==> config.mk <==
export PLATFORM = sky130hd
export DESIGN_NAME = sd_spi_master
export DESIGN_NICKNAME = d
export VERILOG_FILES = /design/src/rtl/sd_spi_master.sv
export SDC_FILE = /design/constraint.sdc
export NUM_CORES = 1
export LEC_CHECK = 0
export CORE_MARGIN = 2
export CORE_UTILIZATION = 60
export CTS_BUF_LIST = sky130_fd_sc_hd__clkbuf_8
export DETAILED_ROUTE_END_ITERATION = 8
export GPL_TIMING_DRIVEN = 0
export PLACE_DENSITY = 0.84
export SLEW_MARGIN = 20
export SYNTH_ARGS = -nofsm -noshare
export SYNTH_HDL_FRONTEND = slang
export SYNTH_SLANG_ARGS = --single-unit
==> constraint.sdc <==
create_clock -name clk -period 4.5 [get_ports clk]
set_input_delay 0.675 -clock clk [delete_from_list [all_inputs] [get_ports clk]]
set_output_delay 0.675 -clock clk [all_outputs]
set_load 0.01 [all_outputs]
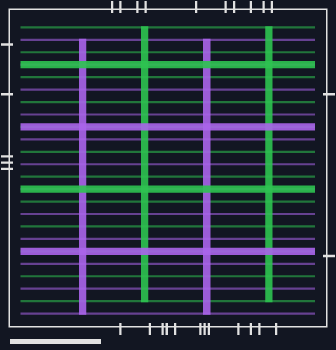
Fig. 1. Power grid.
Bar = 20 µm. Pins as bars on the die edge.
[purple] VSS
[green] VDD
rows: 23
met1 rails: 24
met4 straps: 4
signal pins: 29
met5 straps: 4
area of the core: 4030 µm²
die y size: 69.1 µm
Max VDD drop: 0.000256 V
width of the die: 69.1 µm

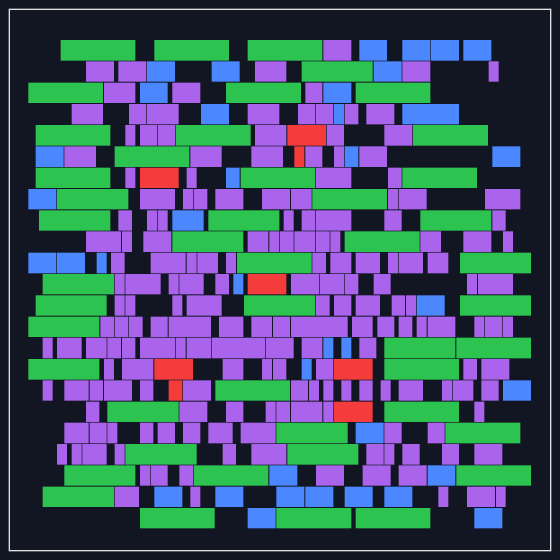
Fig. 2. Placed cells, one color a class.
[green] sequential cells | cells: 46 | share of their area: 40%
[red] clock drivers and dummy loads | cells: 8 | share of their area: 3.1%
[blue] remaining buffers and delay cells | cells: 38 | share of their area: 12%
[purple] combinational and other logic | cells: 186 | share of their area: 45%
final core occ: 0.743
Final Cell Area: 3000 µm²

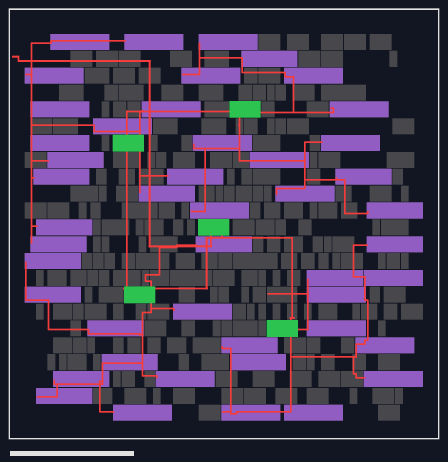
Fig. 3. Clock network drawn from the DEF.
Bar = 20 µm.
[purple] flip-flops | count: 46
[green] clock drivers | count: 5
[red] clock wires | length: 577 µm
routed clock nets: 6
Clock group: 0.261 mW
clk ins delay skew pair: 0.31 ns
Clock Power Share: 0.187
Setup Skew: 0.0103 ns

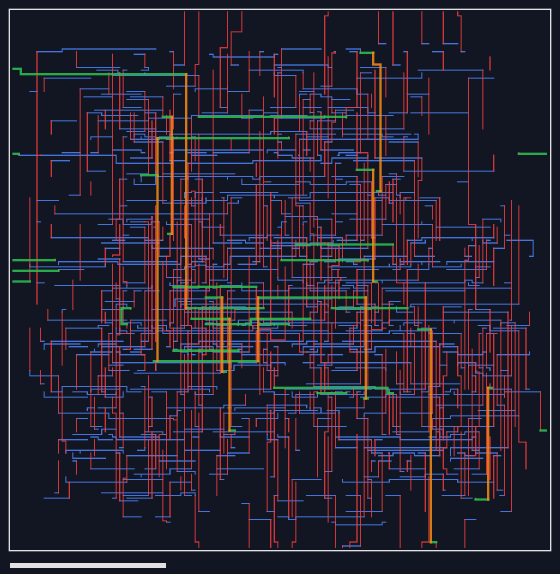
Fig. 4. Metal layers overlaid.
Bar = 20 µm.
[green] metal 3 | wire length: 226 µm
[red] metal 2 | wire length: 2,830 µm
[blue] metal 1 | wire length: 2,420 µm
[orange] metal 4 | wire length: 193 µm
final WL: 5.67 mm
gr usage total: 0.255
Routed WL per cell: 17.3 µm
via count: 2,033

==> out/metrics.yaml <==
cells_and_area:
  nClkBuffers: 6
  inv_count: 19
  diodes: 0
  n_fill_cell: 281
  design.seq.count: 46
  buffers: 38
  layoutNonFillerInstCount: 328
  regArea_um2: 1180
  comb_cells: 167
placed_design:
  dp_slack_ns: 1.64
  dpl.hpwl_mm: 4.16
worst_setup_path:
  reg2reg_depth: 7
  arrival_ns: 2.77
  worstPathMaxFanout: 10
  cp-start-kind: "input port"
  end_kind: "flip-flop"
synth:
  aoi_share: 0.213
  syn_area_um2: 2540
  yosys.area.top_type_share: 0.269
  synth_warnings: 0
  edf_count: 0
  area_leaders: "dfstp_2, dfrtp_1, ha_1"
  simple_gate_area_frac: 0.125
  fp_nets: 268
routing:
  drt_iter0_markers: 102
  first_pass_iters: 4
grt:
  antenna_found_initial: 0
  grt.met2_usage: 0.422
  gr-total-overflow: 0
  grtUsageMet3: 0.0570
  grt_first_pass_wirelength_mm: 9.76
  met1_usage: 0.313
die:
  taps: 50
  ios: 29
sta:
  setup_ws_ns: 1.93
  hold_slack_ns: 0.478
  hold_viol: 0
clock_network:
  cts.reportedPaths.clkPinSlew_ns: 0.08
  cts_sinks: 46
run_status:
  status: "complete, no violations"
power_and_ir_drop:
  seq_power_mw: 0.604
  top_power_group: "sequential cells"
No activity file was given, so power comes from the tool's default toggle rates.
